File: src/rtl/alu_arbiter.sv
// alu_arbiter: round-robin sharing of one combinational ALU between a Wishbone register
// block and a logic-analyzer requester, one job per IDLE->EXEC->CAPT pass.
module alu_arbiter #(
    parameter logic [31:0] BASE_ADR = 32'h3000_0000
) (
    input  logic        wb_clk_i,
    input  logic        wb_rst_i,
    input  logic        wbs_stb_i,
    input  logic        wbs_cyc_i,
    input  logic        wbs_we_i,
    input  logic [3:0]  wbs_sel_i,
    input  logic [31:0] wbs_adr_i,
    input  logic [31:0] wbs_dat_i,
    output logic        wbs_ack_o,
    output logic [31:0] wbs_dat_o,
    input  logic        la_req_i,
    input  logic [3:0]  la_op_i,
    input  logic [31:0] la_a_i,
    input  logic [31:0] la_b_i,
    output logic        la_ack_o,
    output logic [31:0] la_result_o,
    output logic [3:0]  alu_op_o,
    output logic [31:0] alu_a_o,
    output logic [31:0] alu_b_o,
    input  logic [31:0] alu_y_i,
    output logic        irq_o
);
    typedef enum logic [1:0] {IDLE, EXEC, CAPT} state_t;
    state_t state, state_nxt;
    logic [31:0] a_reg, b_reg, result, rdata;
    logic [3:0]  cmd_op;
    logic [7:0]  off;
    logic        wb_pend, done, ovf, irq_en, job_wb, last_wb;
    logic        acc, wr, cmd_wr, st_wr, wb_run, la_run, busy, la_elig, gnt_wb, gnt_la, capt;
    assign off     = wbs_adr_i[7:0];
    assign acc     = (wbs_adr_i[31:8] == BASE_ADR[31:8]) & wbs_stb_i & wbs_cyc_i & ~wbs_ack_o;
    assign wr      = acc & wbs_we_i;
    assign cmd_wr  = wr & (off == 8'h08) & wbs_sel_i[0];
    assign st_wr   = wr & (off == 8'h10) & wbs_sel_i[0];
    assign wb_run  = (state != IDLE) & job_wb;
    assign la_run  = (state != IDLE) & ~job_wb;
    assign busy    = wb_pend | wb_run;
    assign la_elig = la_req_i & ~la_ack_o & ~la_run;
    // last_wb low means the LA side was served last, so a tie goes to WB
    assign gnt_wb  = (state == IDLE) & wb_pend & (~la_elig | ~last_wb);
    assign gnt_la  = (state == IDLE) & la_elig & (~wb_pend | last_wb);
    assign capt    = (state == CAPT);
    assign irq_o   = done & irq_en;
    assign rdata   = off == 8'h00 ? a_reg :
                     off == 8'h04 ? b_reg :
                     off == 8'h08 ? {28'h0, cmd_op} :
                     off == 8'h0C ? result :
                     off == 8'h10 ? {28'h0, irq_en, ovf, done, busy} : 32'h0;
    always_comb begin
        state_nxt = state == IDLE ? ((gnt_wb | gnt_la) ? EXEC : IDLE) :
                    state == EXEC ? CAPT : IDLE;
    end
    always_ff @(posedge wb_clk_i) begin
        if (wb_rst_i) begin
            state       <= IDLE;
            a_reg       <= '0;
            b_reg       <= '0;
            cmd_op      <= '0;
            result      <= '0;
            la_result_o <= '0;
            alu_op_o    <= '0;
            alu_a_o     <= '0;
            alu_b_o     <= '0;
            wb_pend     <= 1'b0;
            done        <= 1'b0;
            ovf         <= 1'b0;
            irq_en      <= 1'b0;
            job_wb      <= 1'b0;
            last_wb     <= 1'b0;
            wbs_ack_o   <= 1'b0;
            wbs_dat_o   <= '0;
            la_ack_o    <= 1'b0;
        end else begin
            state     <= state_nxt;
            wbs_ack_o <= acc;
            wbs_dat_o <= (acc & ~wbs_we_i) ? rdata : 32'h0;
            for (int i = 0; i < 4; i++) begin
                if (wr && off == 8'h00 && wbs_sel_i[i]) a_reg[8*i +: 8] <= wbs_dat_i[8*i +: 8];
                if (wr && off == 8'h04 && wbs_sel_i[i]) b_reg[8*i +: 8] <= wbs_dat_i[8*i +: 8];
            end
            if (cmd_wr) begin
                if (busy) begin
                    ovf <= 1'b1;
                end else begin
                    wb_pend <= 1'b1;
                    done    <= 1'b0;
                    cmd_op  <= wbs_dat_i[3:0];
                end
            end
            if (st_wr) begin
                if (wbs_dat_i[1]) done <= 1'b0;
                if (wbs_dat_i[2]) ovf <= 1'b0;
                irq_en <= wbs_dat_i[3];
            end
            if (gnt_wb | gnt_la) begin
                alu_op_o <= gnt_wb ? cmd_op : la_op_i;
                alu_a_o  <= gnt_wb ? a_reg : la_a_i;
                alu_b_o  <= gnt_wb ? b_reg : la_b_i;
                job_wb   <= gnt_wb;
                last_wb  <= gnt_wb;
            end
            if (gnt_wb) wb_pend <= 1'b0;
            la_ack_o <= capt & ~job_wb;
            // capture is last so a same-cycle done W1C loses
            if (capt & job_wb) begin
                result <= alu_y_i;
                done   <= 1'b1;
            end
            if (capt & ~job_wb) la_result_o <= alu_y_i;
        end
    end
endmodule

File: config.mk
export PLATFORM = sky130hd
export DESIGN_NAME = alu_arbiter
export DESIGN_NICKNAME = d
export VERILOG_FILES = /design/src/rtl/alu_arbiter.sv
export SDC_FILE = /design/constraint.sdc
export NUM_CORES = 1
export LEC_CHECK = 0
export ABC_AREA = 1
export CORE_ASPECT_RATIO = 0.6
export CORE_MARGIN = 8
export CORE_UTILIZATION = 49
export CTS_CLUSTER_SIZE = 8
export DETAILED_ROUTE_END_ITERATION = 8
export PLACE_DENSITY_LB_ADDON = 0.3
export SYNTH_ARGS = -nofsm -noshare
export SYNTH_HDL_FRONTEND = slang
export SYNTH_SLANG_ARGS = --single-unit
export TNS_END_PERCENT = 20
File: constraint.sdc
create_clock -name wb_clk_i -period 3.6 [get_ports wb_clk_i]
set_clock_uncertainty 0.2 [all_clocks]
set_input_delay 0.9 -clock wb_clk_i [delete_from_list [all_inputs] [get_ports wb_clk_i]]
set_output_delay 0.9 -clock wb_clk_i [all_outputs]
set_load 0.01 [all_outputs]
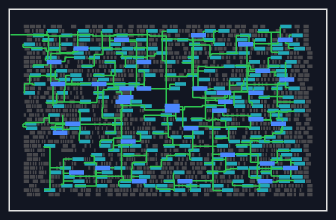
(run_1/clock_wires.png)
clock-net drivers: in blue, count 36. flip-flops: in cyan, count 241. clock wires: in green, length 3040 um.
Position of the flops: spread over the die.

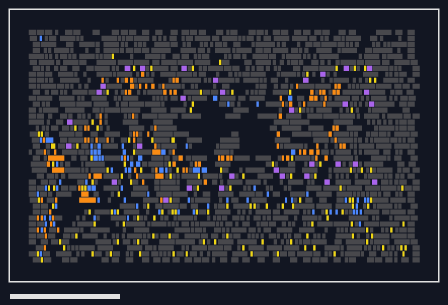
(run_1/gates.png)
Scale bar: 50 um.
nand cells: in blue, cells 79, most used nand2_1. nor cells: in orange, cells 109, most used nor2_1. non-inverting ao/oa cells: in purple, cells 32, most used o21a_1. inv cells: in yellow, cells 130, most used inv_1.

==> Changelog: implementation, run 1 <==
## Implementation

* Run status: finished, final reports clean
* Top logic cells by instance count in the layout: sky130_fd_sc_hd__clkdlybuf4s50_1 (307), sky130_fd_sc_hd__dfxtp_1 (241), sky130_fd_sc_hd__a21oi_1 (226), sky130_fd_sc_hd__o21ai_0 (201), sky130_fd_sc_hd__inv_1 (124)
* Standby leakage power at 4.90 nW
* Logic pwr share at 10.4%
* Register bit total from synthesis at 241
* Mapped Area at 0.00936 mm^2
* Met2 layer wire length in the routed design at 15.1 mm
* TritonCTS sink count at 241
* Switching Power at 1.46 mW
* Setup Slack @ Placement at 377 ps
* Depth of the worst hold-timing path at 2
* R2r endpoint: result[13]
* Global Route met1 Usage at 32.3%
* Detailed route wirelength on metal3 at 2.93 mm
* Post-CTS setup-driven buffer insertion count at 0
* First-pass GRT wire length at 50.5 mm
* Minimum clock period after layout at 2770 ps
* Synthesis warning total at 0
* Total negative slack for setup checks at 0 ps
* Layout cell share with drive strength beyond 1 at 5.61%
* Critical Path End Type: flop
* End point of the critical path: a_reg[11]
* Initial Util at 49.5%
* Highest layer used for signal routing: met4
* Growth of design area from synthesis to finish at 45.4%
* Highest-count logic cell in the final layout: sky130_fd_sc_hd__clkdlybuf4s50_1
* PwrDens at 475 mW/mm^2
* Fin area at 0.0136 mm^2
* Chip area line of the yosys report at 0.00936 mm^2
* Ao+oa area frac at 30.5%
* Total instance count after detailed placement at 1667
* Arrival time at the worst endpoint at 3000 ps
* Depth of the worst register-to-register path at 3
* Die Span Y at 123 um
* IR drop worst, VDD at 324 uV
* TritonCTS buffer count at 36
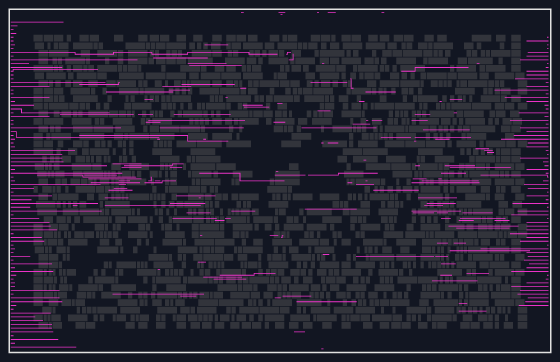
(run_1/m3.png)
Cells faint in the background.
240 nets have wire on it. The wires run mostly horizontal. The layer carries 2930 um of wire. The layer holds 8.9% of the routed length. The longest straight run is 51.3 um.
routed wire length: 32.8 mm
fraction of met3 tracks used by global routing: 7.99%
overall via count from detail_route: 9483

-- run 1: synthesized netlist by cell type --
cell type / n / area [um^2]
sky130_fd_sc_hd__a211oi_1: 1 / 7.51
sky130_fd_sc_hd__nor3_4: 1 / 16.3
sky130_fd_sc_hd__nor2_1: 69 / 259
sky130_fd_sc_hd__nor2_4: 1 / 11.3
sky130_fd_sc_hd__nand4_1: 2 / 12.5
sky130_fd_sc_hd__nand3b_1: 1 / 7.51
sky130_fd_sc_hd__nand3_1: 8 / 40.0
sky130_fd_sc_hd__inv_1: 125 / 469
sky130_fd_sc_hd__dfxtp_1: 241 / 4820
sky130_fd_sc_hd__a41oi_1: 1 / 8.76
sky130_fd_sc_hd__nand2_1: 61 / 229
sky130_fd_sc_hd__o21ai_0: 201 / 1010
sky130_fd_sc_hd__o21ai_1: 6 / 30.0
sky130_fd_sc_hd__nand3_2: 1 / 10.0
sky130_fd_sc_hd__buf_1: 7 / 26.3
sky130_fd_sc_hd__buf_4: 1 / 7.51
sky130_fd_sc_hd__nor3_2: 1 / 10.0
sky130_fd_sc_hd__nor4_2: 2 / 25.0
sky130_fd_sc_hd__nor2_2: 5 / 31.3
sky130_fd_sc_hd__a21oi_1: 226 / 1130
sky130_fd_sc_hd__or2_1: 1 / 6.26
sky130_fd_sc_hd__clkbuf_1: 66 / 248
sky130_fd_sc_hd__clkinv_1: 3 / 11.3
sky130_fd_sc_hd__inv_2: 2 / 7.51
sky130_fd_sc_hd__o22ai_1: 67 / 419
sky130_fd_sc_hd__nor3_1: 30 / 150
sky130_fd_sc_hd__o21a_1: 32 / 240
sky130_fd_sc_hd__a31oi_1: 1 / 6.26
sky130_fd_sc_hd__buf_2: 11 / 55.1
sky130_fd_sc_hd__nand2_2: 6 / 37.5
sky130_fd_sc_hd__buf_6: 1 / 11.3
-- run 1: worst max-delay path, cell delays in order --
cell and delay, ps:
sky130_fd_sc_hd__clkdlybuf4s50_1 460, sky130_fd_sc_hd__nand2_1 50, sky130_fd_sc_hd__nor2_1 170, sky130_fd_sc_hd__nand3_2 190, sky130_fd_sc_hd__nor3_4 340, sky130_fd_sc_hd__nand2_2 120
sky130_fd_sc_hd__buf_4 230, sky130_fd_sc_hd__nor2_2 250, sky130_fd_sc_hd__o21ai_0 130, sky130_fd_sc_hd__nor2_1 140
-- run 1: logic make-up after synthesis --
logic type | count (synthesis)
buffers and inverters | 216
AOI/OAI and AO/OA | 535
DFF | 241
and+or+nand+nor | 189
-- run 1: power groups by stage --
stage | combinational (mW) | clock (mW) | sequential (mW)
global placement | 0.658 | 0 | 2.85
detailed placement | 0.670 | 0 | 2.86
finish | 0.674 | 2.98 | 2.81
CTS | 0.676 | 3.00 | 2.81
global route | 0.726 | 3.13 | 2.81
floorplan | 0.188 | 0 | 2.89
-- run 1: cell type report --
type                       instances  area, um^2
timing repair buffer             326        3260
tap                              246         308
inverter                         130         492
fill                            1472        5280
antenna                            1        2.50
clock buffer                      39         955
multi-input combinational        724        3730
sequential                       241        4820
clock inverter                     2        25.0
## Run 2: what changed since run 1
- CORE_UTILIZATION: 49 -> 41
- clock period: 3.6 -> 2.3 ns (I/O delays scaled with it)
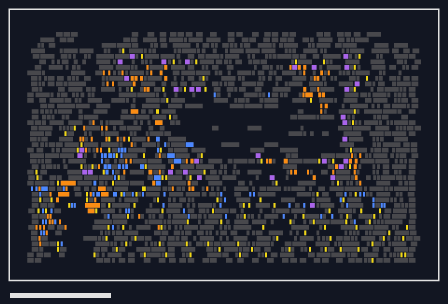
(run_2/gates.png)
Scale bar: 50 um.
non-inverting ao/oa cells: in purple, cells 32, most used o21a_1. nor cells: in orange, cells 109, most used nor2_1. nand cells: in blue, cells 79, most used nand2_1. inv cells: in yellow, cells 130, most used inv_1.

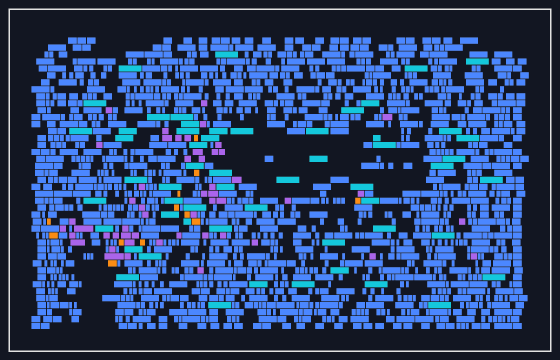
(run_2/sizing.png)
x2: in orange, cells 12. x6 and larger: in cyan, cells 56. x3 and x4: in purple, cells 51. x1 and smaller: in blue, cells 1380.
count of plain and timing-repair buffers in the layout: 363
fin area: 0.0141 mm^2
growth of design area from synthesis to finish: 51.0%
final setup slack of the worst path: 78.8 ps

==> run 2 against run 1 <==
  * Power rose by 56%
  * Synthesized area unchanged
  * Clock-buffer cell count is 1 lower
  * Cell count increased by 5.9%
  * Die area is 17% higher
  * Synthesized cell count unchanged
  * Critical path type is now reg2out
  * Largest cell class unchanged
  * Highest routed layer is now met5
==> Changelog: implementation, run 2 <==
## Implementation

* Slowest-stage cell, CP: sky130_fd_sc_hd__clkdlybuf4s50_1
* R2r endpoint: a_reg[13]
* Standby leakage power at 5.15 nW (+5.2%)
* Portion of synthesized cell area occupied by the leading cell type at 51.6% (unchanged)
* Top logic cells by instance count in the layout: sky130_fd_sc_hd__clkdlybuf4s50_1 (306), sky130_fd_sc_hd__dfxtp_1 (241), sky130_fd_sc_hd__a21oi_1 (226), sky130_fd_sc_hd__o21ai_0 (200), sky130_fd_sc_hd__inv_1 (124)
* Arrival time at the worst endpoint at 1450 ps (-1550 ps)
* Cells traversed along the worst timing path: clkdlybuf4s50_1
* Required arrival time at the worst endpoint at 1520 ps
* TritonCTS buffer count at 36 (unchanged)
* Cell type with the largest total area: sky130_fd_sc_hd__dfxtp_1
* Top cells by area, synth: sky130_fd_sc_hd__dfxtp_1 (52%), sky130_fd_sc_hd__a21oi_1 (12%), sky130_fd_sc_hd__o21ai_0 (11%)
* TritonCTS sink count at 241 (unchanged)
* Layout net count at 1670
* Chip area line of the yosys report at 0.00936 mm^2 (unchanged)
* PwrDens at 715 mW/mm^2 (+51%)
* Highest-count logic cell in the final layout: sky130_fd_sc_hd__clkdlybuf4s50_1
* Die Span Y at 133 um (+8.1%)
* Overall via count from detail_route at 9578 (+1.0%)
* Run status: finished, final reports clean
* Register bit total from synthesis at 241 (unchanged)
* Slowest Stage Delay on Critical Path at 620 ps (+160 ps)
* Initial DRT Pass Iterations at 6
* Minimum clock period after layout at 2220 ps
* Crit path buf inv count at 1 (-1)
* First-pass GRT wire length at 52.6 mm (+4.2%)
* Commonest cells in the synthesized netlist: sky130_fd_sc_hd__dfxtp_1 (241), sky130_fd_sc_hd__a21oi_1 (226), sky130_fd_sc_hd__o21ai_0 (201)
* Layout cell share with drive strength beyond 1 at 7.94% (+2.3 points)
* Gate family responsible for the most delay along the worst path: buffers and inverters
* Post-synth EDFFs at 0 (unchanged)
* Mapped Area at 0.00936 mm^2 (unchanged)
* IR drop worst, VDD at 403 uV (+24%)
* Synthesis warning total at 0 (unchanged)
* Asr flop ratio synth at 0% (unchanged)
* Depth of the worst register-to-register path at 9 (+6)
==> run 2: through the flow <==
stage / hold slack [ps] / setup TNS, ps / std cells / worst slack [ps]
6_report: 204 / 0 / 1809 / 78.8
5_1_grt: 203 / -24.4 / 1807 / -8.19
4_1_cts: 187 / 0 / 1807 / 57.4
3_5_place_dp: 234 / -41130 / 1766 / -433
3_3_place_gp: 229 / -31840 / 1766 / -382
2_1_floorplan: 224 / 0 / 1181 / 219
==> run 2: report_power, final <==
| group | switching, mW | internal (mW) |
|---|---|---|
| combinational | 0.472 | 0.623 |
| clock | 1.78 | 2.83 |
| sequential | 0.0693 | 4.32 |
| total | 2.32 | 7.78 |
==> run 2: worst max-delay path by stage <==
| stage | start | to | slack, ps | depth (start not counted) |
|---|---|---|---|---|
| 6_report | alu_a_o[3] | alu_a_o[3] | 80 | 1 |
| 5_1_grt | wbs_adr_i[1] | a_reg[9] | -8 | 11 |
| 4_1_cts | wbs_adr_i[1] | b_reg[11] | 60 | 10 |
| 3_5_place_dp | wbs_adr_i[1] | b_reg[22] | -430 | 10 |
| 3_3_place_gp | wbs_adr_i[1] | b_reg[16] | -380 | 10 |
| 2_1_floorplan | wbs_adr_i[1] | a_reg[10] | 220 | 9 |
==> run 2: cell families after synthesis <==
logic type | count (synthesis) | share of synthesized area [%]
DFF | 241 | 51.6
and+or+nand+nor | 189 | 9.04
AOI/OAI and AO/OA | 535 | 30.5
buffers and inverters | 216 | 8.93
==> run 2: routing by layer <==
metal | GRT usage, % | up-vias | wire, um
li1 | - | 4665 | -
met1 | 30.4 | 4476 | 15000
met2 | 37.5 | 382 | 15600
met3 | 6.98 | 51 | 3050
met4 | 6.12 | 4 | 738
met5 | 0 | - | 19
==> run 2: area by class of cell <==
class	instances	area, um^2
diodes	2	5.00
well taps	308	385
fillers	1969	8110
multi-input cells	724	3760
clock inverters	3	26.3
repair buffers	363	3700
flip-flops and latches	241	4820
inverters	130	492
clock buffers	38	930
==> run 2: what timing repair did <==
action                                  in CTS  in global routing
gates resized                                1                  6
endpoints found under the setup margin       1                 30
setup buffers                                0                  0
==> run 2: worst register-to-register path, cell delays in order (launching register included) <==
cell	delay (ps)
sky130_fd_sc_hd__dfxtp_1	300
sky130_fd_sc_hd__nor2_1	130
sky130_fd_sc_hd__nand3_2	130
sky130_fd_sc_hd__nor3_4	230
sky130_fd_sc_hd__nand2_2	140
sky130_fd_sc_hd__buf_12	190
sky130_fd_sc_hd__nor2_2	90
sky130_fd_sc_hd__buf_4	160
sky130_fd_sc_hd__o21ai_0	100
sky130_fd_sc_hd__nor2_1	110
Power and IR drop assume default switching activity.
